===== src/rtl/mem_arbiter.sv =====
// Two-port memory arbiter: an instruction-fetch port and a data port share one
// single-ported synchronous RAM. A three-state FSM (idle/access/capture) serves
// one access at a time; ties go to the requester that was not granted last.
//
// Ports:
//   clk, reset                      clock, synchronous active-high reset
//   if_req_i, if_addr_i             fetch request (held until if_gnt_o)
//   if_gnt_o, if_valid_o, if_rdata_o  fetch grant pulse, data-valid pulse, word
//   dm_req_i, dm_we_i, dm_addr_i, dm_wdata_i  data request (held until dm_gnt_o)
//   dm_gnt_o, dm_valid_o, dm_rdata_o  data grant pulse, done pulse, loaded word
//   we_o, addr_o, data_o            RAM write enable, address, write data
//   data_i                          RAM read data, one cycle after addr_o
module mem_arbiter #(
  parameter int unsigned ADDR_W = 32,
  parameter int unsigned DATA_W = 32
) (
  input  logic              clk,
  input  logic              reset,
  input  logic              if_req_i,
  input  logic [ADDR_W-1:0] if_addr_i,
  output logic              if_gnt_o,
  output logic              if_valid_o,
  output logic [DATA_W-1:0] if_rdata_o,
  input  logic              dm_req_i,
  input  logic              dm_we_i,
  input  logic [ADDR_W-1:0] dm_addr_i,
  input  logic [DATA_W-1:0] dm_wdata_i,
  output logic              dm_gnt_o,
  output logic              dm_valid_o,
  output logic [DATA_W-1:0] dm_rdata_o,
  output logic              we_o,
  output logic [ADDR_W-1:0] addr_o,
  output logic [DATA_W-1:0] data_o,
  input  logic [DATA_W-1:0] data_i
);

  typedef enum logic [1:0] {StIdle, StAccess, StCapture} state_e;

  state_e            state_q, state_d;
  // Owner encoding: 0 = fetch, 1 = data.
  logic              last_owner_q, last_owner_d;
  logic              owner_q, owner_d;
  logic              write_q, write_d;
  logic              if_gnt_q, if_gnt_d;
  logic              dm_gnt_q, dm_gnt_d;
  logic              if_valid_q, if_valid_d;
  logic              dm_valid_q, dm_valid_d;
  logic [DATA_W-1:0] if_rdata_q, if_rdata_d;
  logic [DATA_W-1:0] dm_rdata_q, dm_rdata_d;
  logic              we_q, we_d;
  logic [ADDR_W-1:0] addr_q, addr_d;
  logic [DATA_W-1:0] data_q, data_d;
  logic              grant_if, grant_dm;

  always_comb begin
    state_d      = state_q;
    last_owner_d = last_owner_q;
    owner_d      = owner_q;
    write_d      = write_q;
    if_gnt_d     = 1'b0;
    dm_gnt_d     = 1'b0;
    if_valid_d   = 1'b0;
    dm_valid_d   = 1'b0;
    if_rdata_d   = if_rdata_q;
    dm_rdata_d   = dm_rdata_q;
    we_d         = 1'b0;
    addr_d       = addr_q;
    data_d       = data_q;
    // On a tie the fetch port wins only if data owned the previous access.
    grant_if     = if_req_i && (!dm_req_i || last_owner_q);
    grant_dm     = dm_req_i && (!if_req_i || !last_owner_q);

    unique case (state_q)
      StIdle: begin
        if (grant_if) begin
          state_d      = StAccess;
          owner_d      = 1'b0;
          last_owner_d = 1'b0;
          write_d      = 1'b0;
          if_gnt_d     = 1'b1;
          addr_d       = if_addr_i;
        end else if (grant_dm) begin
          state_d      = StAccess;
          owner_d      = 1'b1;
          last_owner_d = 1'b1;
          write_d      = dm_we_i;
          dm_gnt_d     = 1'b1;
          addr_d       = dm_addr_i;
          we_d         = dm_we_i;
          if (dm_we_i) begin
            data_d = dm_wdata_i;
          end
        end
      end
      StAccess: begin
        state_d = StCapture;
      end
      StCapture: begin
        state_d = StIdle;
        if (owner_q) begin
          dm_valid_d = 1'b1;
          if (!write_q) begin
            dm_rdata_d = data_i;
          end
        end else begin
          if_valid_d = 1'b1;
          if_rdata_d = data_i;
        end
      end
      default: state_d = StIdle;
    endcase
  end

  always_ff @(posedge clk) begin
    if (reset) begin
      state_q      <= StIdle;
      last_owner_q <= 1'b1;
      owner_q      <= 1'b0;
      write_q      <= 1'b0;
      if_gnt_q     <= 1'b0;
      dm_gnt_q     <= 1'b0;
      if_valid_q   <= 1'b0;
      dm_valid_q   <= 1'b0;
      if_rdata_q   <= '0;
      dm_rdata_q   <= '0;
      we_q         <= 1'b0;
      addr_q       <= '0;
      data_q       <= '0;
    end else begin
      state_q      <= state_d;
      last_owner_q <= last_owner_d;
      owner_q      <= owner_d;
      write_q      <= write_d;
      if_gnt_q     <= if_gnt_d;
      dm_gnt_q     <= dm_gnt_d;
      if_valid_q   <= if_valid_d;
      dm_valid_q   <= dm_valid_d;
      if_rdata_q   <= if_rdata_d;
      dm_rdata_q   <= dm_rdata_d;
      we_q         <= we_d;
      addr_q       <= addr_d;
      data_q       <= data_d;
    end
  end

  assign if_gnt_o   = if_gnt_q;
  assign dm_gnt_o   = dm_gnt_q;
  assign if_valid_o = if_valid_q;
  assign dm_valid_o = dm_valid_q;
  assign if_rdata_o = if_rdata_q;
  assign dm_rdata_o = dm_rdata_q;
  assign we_o       = we_q;
  assign addr_o     = addr_q;
  assign data_o     = data_q;

endmodule


===== config.mk =====
export PLATFORM = sky130hd
export DESIGN_NAME = mem_arbiter
export DESIGN_NICKNAME = d
export VERILOG_FILES = /design/src/rtl/mem_arbiter.sv
export SDC_FILE = /design/constraint.sdc
export NUM_CORES = 1
export LEC_CHECK = 0
export ABC_CLOCK_PERIOD_IN_PS = 1500
export CORE_MARGIN = 4
export CORE_UTILIZATION = 37
export DETAILED_ROUTE_END_ITERATION = 8
export PLACE_DENSITY = 0.83
export SLEW_MARGIN = 20
export SYNTH_ARGS = -nofsm -noshare
export SYNTH_HDL_FRONTEND = slang
export SYNTH_SLANG_ARGS = --single-unit

===== constraint.sdc =====
create_clock -name clk -period 1.5 [get_ports clk]
set_input_delay 0.375 -clock clk [delete_from_list [all_inputs] [get_ports clk]]
set_output_delay 0.375 -clock clk [all_outputs]
set_load 0.03 [all_outputs]

==> metrics.yaml, run 1 <==
run_status: "finished clean"
numClockSinks: 138
ys_seq_elements: 138
die_h_um: 132
cts_hold_buf: 0
grt-ovfl-total: 0
crit_path_end_kind: "output pin"
area_growth_pct: 67.1
final_cell_mix: "dfxtp_1 (136), nand2_1 (130), clkdlybuf4s50_1 (129)"
fin_area_um2: 9570
vdd_drop_max_mv: 0.771
cts_buffers: 17
p_comb_share_pct: 19.6
port_buffers: 265
synth_cell_type_count: 30
tns_ns: 0
post-route-util_pct: 62.9
p_switching_mw: 2.63
yosys_warnings: 0
worstReg2RegEnd: "dm_rdata_o[9]"
startpoint_type: "register"
slew_viol_final: 0
synth_area_um2: 5730
maxCapViolations: 0
critPathLaunch: "data_o[30]"
hold_path.class: "in2reg"
p_seq_share_pct: 39.9
crit_arrival_ns: 1.10
postSynthSeqShare_pct: 48.2
ant_nets: 0
setup-violations-final: 0
dieArea_um2: 17500
vias_per_cell: 5.09
layout_min_cycle_time_ns: 1.47
reg2reg_from: "state_q[0]"
hold_viol: 0
clockRootBuffer: "clkbuf_16"
slowest_delay_ns: 0.36
nets: 1041
slowest_stage: "clkdlybuf4s15_1"
fp.dieW_um: 132
tool_warnings: 26
grt_pass1_wl_um: 27400
floorplan.rows: 45
first_global_vias: 5350
path_clk_slew_ns: 0.05
crit_required_ns: 1.12
critical_path_class: "reg2out"
antenna_cells: 0
firstDrtPassIters: 4
ys_cells: 644
core_area_um2: 15200
globalplace.congestion: 0.811
place_area_um2: 8760
dp_hpwl_um: 12500
swShare_pct: 26.4
cts_buffer_depth: 2
io_pins: 266
tightest_slew_ns: 0.312
power_density_nw_per_um2: 1040
avgSynthCellArea_um2: 8.89
fp_nets: 777
fp_util_pct: 37.7
fmax_mhz: 680
layout_top_cell: "dfxtp_1"
cts_tree: "yes"
p_int_mw: 7.34
critPathMaxFanout: 2
logic_area_um2: 2710
fin_crit_sh_pct: 98.1
grt_max_degree: 40
cp.buffers_inverters: 1
worst-path-stages: 1
path_delay_family: "buffers and inverters"
yosysChipArea_um2: 5730
drc: 0
antenna_found_initial: 0
drive_above_1_share_pct: 26.2
fill_cells: 1236
syn-instance-count: 644
htreeDepth: 4
rr_worst_depth: 6
[run 1: worst min path at each step]
stage,from,to,slack (ns),cells past startpoint
final,reset,dm_gnt_o,0.26,2
after global placement,if_rdata_o[0],if_rdata_o[0],0.44,2
after global routing,reset,dm_gnt_o,0.28,2
after detailed placement,if_rdata_o[10],if_rdata_o[10],0.44,2
after CTS,reset,dm_gnt_o,0.25,2
after floorplan,owner_q,owner_q,0.48,2
[run 1: cells in the mapped netlist]
cell	n	area [µm²]
buf_4	3	22.5
nor2_2	1	6.26
or2_1	2	12.5
nor2_1	2	7.51
dfxtp_1	138	2760
inv_2	1	3.75
nand2_1	130	488
nor4bb_1	2	20.0
buf_1	1	3.75
clkbuf_1	43	161
nor3b_1	3	22.5
nand3_1	33	165
buf_6	6	67.6
nand2b_1	65	407
or3b_1	2	17.5
mux2i_1	32	320
o21ba_1	1	10.0
a211o_1	1	8.76
a21oi_1	97	485
o21ai_0	32	160
nor3b_2	1	12.5
buf_2	9	45.0
a311oi_2	29	435
and4_1	1	8.76
and2_4	1	8.76
a311oi_1	3	26.3
nor4_1	1	6.26
a21boi_0	1	7.51
nand4bb_1	1	11.3
nor2b_1	2	12.5
[run 1: sequential cells by signal, summed over array words and instances, names as in the netlist]
name and count:
if_gnt_o 1, if_valid_o 1, last_owner_q 1, if_rdata_o 32, dm_rdata_o 32, write_q 1
owner_q 1, addr_o 32, data_o 32, we_o 1, dm_gnt_o 1, dm_valid_o 1
state_q 2
[run 1: logic make-up after synthesis]
family / after synthesis / share of synthesized area, %
simple gates: 247 / 21.1
buf+inv: 63 / 5.31
mux: 32 / 5.59
flops: 138 / 48.2
compound gates: 164 / 19.8
[run 1: stage by stage]
step	power, mW	worst slack [ns]	cells	hold slack (ns)
2_1_floorplan	5.06	0.0202	644	0.483
3_3_place_gp	5.98	-0.487	1069	0.439
3_5_place_dp	6.01	-0.577	1069	0.442
4_1_cts	10.0	0.00111	1100	0.247
5_1_grt	10.3	-0.000534	1107	0.276
6_report	9.97	0.0290	1107	0.261
[run 1: power by group through the flow]
| stage | registers [mW] | clock network, mW | logic (mW) |
|---|---|---|---|
| 2_1_floorplan | 4.38 | 0 | 0.680 |
| 4_1_cts | 3.98 | 4.12 | 1.92 |
| 3_5_place_dp | 4.05 | 0 | 1.96 |
| 3_3_place_gp | 4.04 | 0 | 1.94 |
| 6_report | 3.98 | 4.04 | 1.95 |
| 5_1_grt | 4.00 | 4.27 | 2.06 |
[run 1: cell type report]
type	instances	share of cell area, %
clock buffer	22	4.96
clock inverter	8	0.994
inverter	1	0.0654
multi-input combinational	444	28.3
sequential	138	28.9
tap	188	2.46
timing repair buffer	306	34.3
[run 1: metal layers]
layer  GRT usage, %  wire length, µm  up-vias
met1           22.5             7750     2651
met4           7.22              393        0
met2           32.9             9030      207
met5              0                0        -
li1               -                -     2747
met3           6.24             1230       29
[run 1: timing repair]
action / CTS / global route
setup buffers: 0 / 2
gates resized: 389 / 25
cloned: 1 / 5
pin swaps: 0 / 2
setup endpoints to repair: 163 / 80
endpoints found under the hold margin: 0 / 0
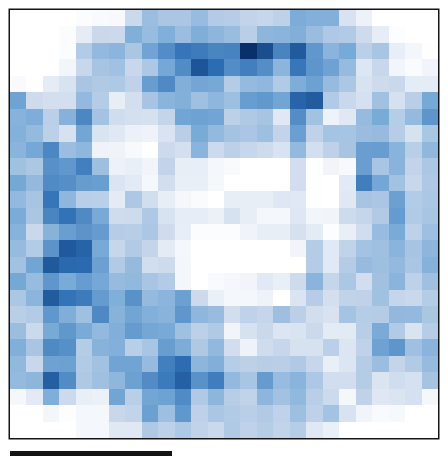
Run 1: routed metal per tile
The bar under the picture is 50 µm long. 26 x 26 tiles, from white (low) to dark blue (high), scaled to the fullest tile. Values are wire area over tile area, all layers added.
11% of the tiles are nearly empty. 18% of the tiles are over half the peak. The fullest tile reaches 0.55. The mean over all tiles is 0.17.
All-Layer GR Usage: 19.2%
Total Wirelength: 18400 µm
Routed WL per cell: 16.6 µm
DR vias: 5634

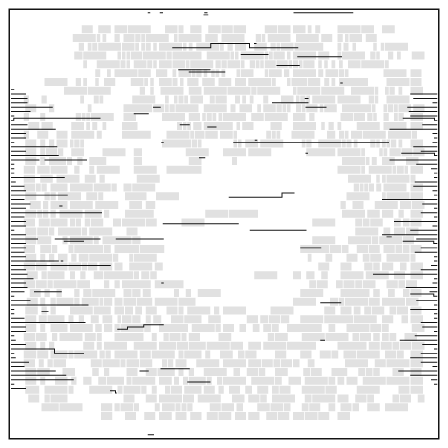
Run 1: the metal 3 layer
The layer holds 6.7% of the routed length. 160 nets have wire on it. The longest straight run is 47.8 µm.
M3 GR Usage: 6.24%

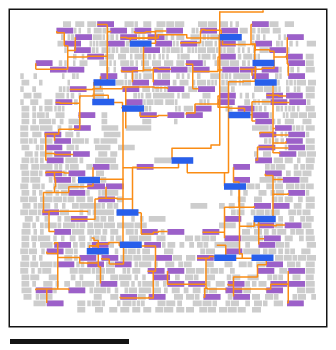
Run 1: clock distribution
The bar under the picture is 50 µm long.
Purple marks flip-flops, count 138. Blue marks clock-net drivers, count 17. Orange marks clock wires, length 1690 µm.
There are 18 routed clock nets. Position of the flops: widely spread.
clk ins delay skew pair: 0.41 ns
P_clk: 4.04 mW
skew final: 0.00654 ns
Clk pwr share: 40.5%

==> run 2, diff against run 1 <==
REMOVE_ABC_BUFFERS = 1   (was not set)
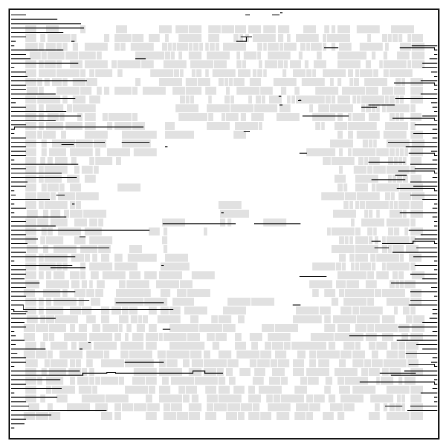
Run 2: the metal 3 layer
The wires run mostly horizontal. The longest straight run is 46.2 µm. 192 nets have wire on it. The layer carries 1720 µm of wire. The layer holds 9.6% of the routed length.
Total Wirelength: 17800 µm
DR vias: 5558
M3 GR Usage: 8.59%

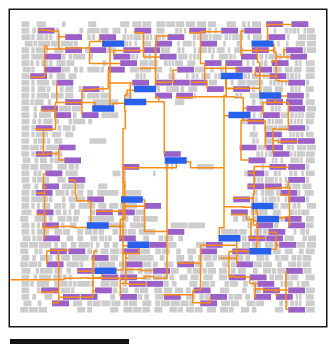
Run 2: clock distribution
The bar under the picture is 50 µm long.
Clk pwr share: 42.5%
P_clk: 4.37 mW
skew final: 0.00696 ns

==> run 2 against run 1 <==
Effect of this change: combinational power is essentially flat; worst setup slack gained 0.016 ns; sequential power is essentially flat; first-iteration DRC count grew 6.0%; critical path depth grew 4; via count shrank 1.3%; largest cell class unchanged; sequential cell count is the same.
==> metrics.yaml, run 2 <==
firstDrtPassIters: 7  # was 4
power_density_nw_per_um2: 1080  # was 1040 nW/µm²
wl_per_cell_um: 16.2  # was 16.6 µm
ff_type: "dfxtp_1"  # unchanged
slowest_delay_ns: 0.50  # was 0.36 ns
grt_use_total_pct: 19.7  # was 19.2%
grt_pass1_wl_um: 27700  # was 27400 µm
final_cell_mix: "dfxtp_1 (138), nand2_1 (130), clkdlybuf4s50_1 (130)"  # was dfxtp_1 (136), nand2_1 (130), clkdlybuf4s50_1 (129)
dieArea_um2: 17500  # unchanged
hold_path.class: "in2reg"  # unchanged
htreeDepth: 4  # unchanged
ys_cells: 644  # unchanged
tns_ns: 0  # unchanged
startpoint_type: "input pin"  # was register
fill_cells: 1288  # was 1236
floorplan.rows: 45  # unchanged
port_buffers: 265  # unchanged
globalplace.congestion: 0.797  # was 0.811
vias_per_cell: 5.05  # was 5.09
grt_max_degree: 53  # was 40
area_leaders: "dfxtp_1 (48%), nand2_1 (8.5%), a21oi_1 (8.5%)"  # unchanged
cp.buffers_inverters: 3  # was 1
synthTopCellsByCount: "dfxtp_1 (138), nand2_1 (130), a21oi_1 (97), nand2b_1 (65), clkbuf_1 (43)"  # unchanged
netlist.area_leader.share_pct: 48.2  # unchanged
io_pins: 266  # unchanged
synth_cell_type_count: 30  # unchanged
clockRootBuffer: "clkbuf_16"  # unchanged
crit_required_ns: 1.83  # was 1.12 ns
yosysChipArea_um2: 5730  # unchanged
yosysTopAreaCell: "dfxtp_1"  # unchanged
cts_buffer_depth: 2  # unchanged
run_status: "finished clean"  # unchanged
top_cell: "dfxtp_1"  # unchanged
vdd_drop_max_mv: 0.725  # was 0.771 mV
core_area_um2: 15200  # unchanged
setup-violations-final: 0  # unchanged
maxCapViolations: 0  # unchanged
ys_seq_elements: 138  # unchanged
layout_min_cycle_time_ns: 1.45  # was 1.47 ns
grt-ovfl-total: 0  # unchanged
slowest_stage: "clkdlybuf4s50_1"  # was clkdlybuf4s15_1
drc: 0  # unchanged
postSynthSeqShare_pct: 48.2  # unchanged
drive_above_1_share_pct: 25.9  # was 26.2%
slew_viol_final: 0  # unchanged
syn-instance-count: 644  # unchanged
async_reset_ff_share_pct: 0  # unchanged
critPathMaxFanout: 22  # was 2
avgSynthCellArea_um2: 8.89  # unchanged
synth_area_um2: 5730  # unchanged
tool_warnings: 25  # was 26
critical_path_class: "in2reg"  # was reg2out
-- run 2: cell counts after synthesis --
No cell type changed its count.
-- run 2: report_power, final --
group | internal, mW | total (mW) | switching, mW
sequential | 3.86 | 3.97 | 0.116
clock | 2.81 | 4.37 | 1.56
combinational | 0.923 | 1.93 | 1.01
-- run 2: worst paths after layout --
path	from	end	slack, ns	depth (start not counted)
worst max-delay path	dm_req_i	data_o[14]	0.05	5
worst min-delay path	reset	addr_o[23]	0.30	2
worst max register to register	state_q[1]	data_o[14]	0.11	4
worst min register to register	if_rdata_o[9]	if_rdata_o[9]	0.45	2
-- run 2: kinds of logic (layout without fill, tap and decap cells) --
logic type | Yosys count | count (layout) | synth area share [%]
and+or+nand+nor | 247 | 248 | 21.1
AOI/OAI and AO/OA | 164 | 164 | 19.8
DFF | 138 | 138 | 48.2
buffers and inverters | 63 | 330 | 5.31
muxes | 32 | 32 | 5.59
-- run 2: layer usage --
layer	GRT usage (%)	routed length, µm	part of all wire, %	vias up
met3	8.59	1720	9.6	32
met1	22.4	7230	41	2563
met4	8.26	452	2.5	0
met5	0	0	0	-
li1	-	-	-	2732
met2	32.2	8410	47	231
-- run 2: layout make-up --
| cell class | count | area (µm²) | area share (%) |
|---|---|---|---|
| Multi-Input combinational cell | 444 | 2710 | 28.5 |
| Clock inverter | 12 | 174 | 1.83 |
| Sequential cell | 138 | 2760 | 29.1 |
| Tap cell | 188 | 235 | 2.48 |
| Clock buffer | 19 | 443 | 4.67 |
| Inverter | 1 | 3.75 | 0.0395 |
| Timing Repair Buffer | 298 | 3170 | 33.4 |
-- run 2: per-stage QoR --
step	utilization, %	total power, mW	cell area [µm²]	setup WS [ns]	hold slack [ns]
3_3_place_gp	57.7	6.01	8780	-0.410	0.440
4_1_cts	62.8	10.4	9550	0.00162	0.277
6_report	62.4	10.3	9490	0.0453	0.295
5_1_grt	62.4	10.7	9490	0.00119	0.289
2_1_floorplan	-	4.93	5430	-1.61	0.443
3_5_place_dp	57.7	6.03	8780	-0.487	0.444
-- run 2: timing repair --
| action | in CTS | in global routing |
|---|---|---|
| endpoints found under the setup margin | 161 | 58 |
| gates cloned | 1 | 0 |
| buffers inserted | 0 | 0 |
| gates resized | 384 | 27 |
| pin swaps | 1 | 0 |
No activity file was given, so power comes from the tool's default toggle rates.
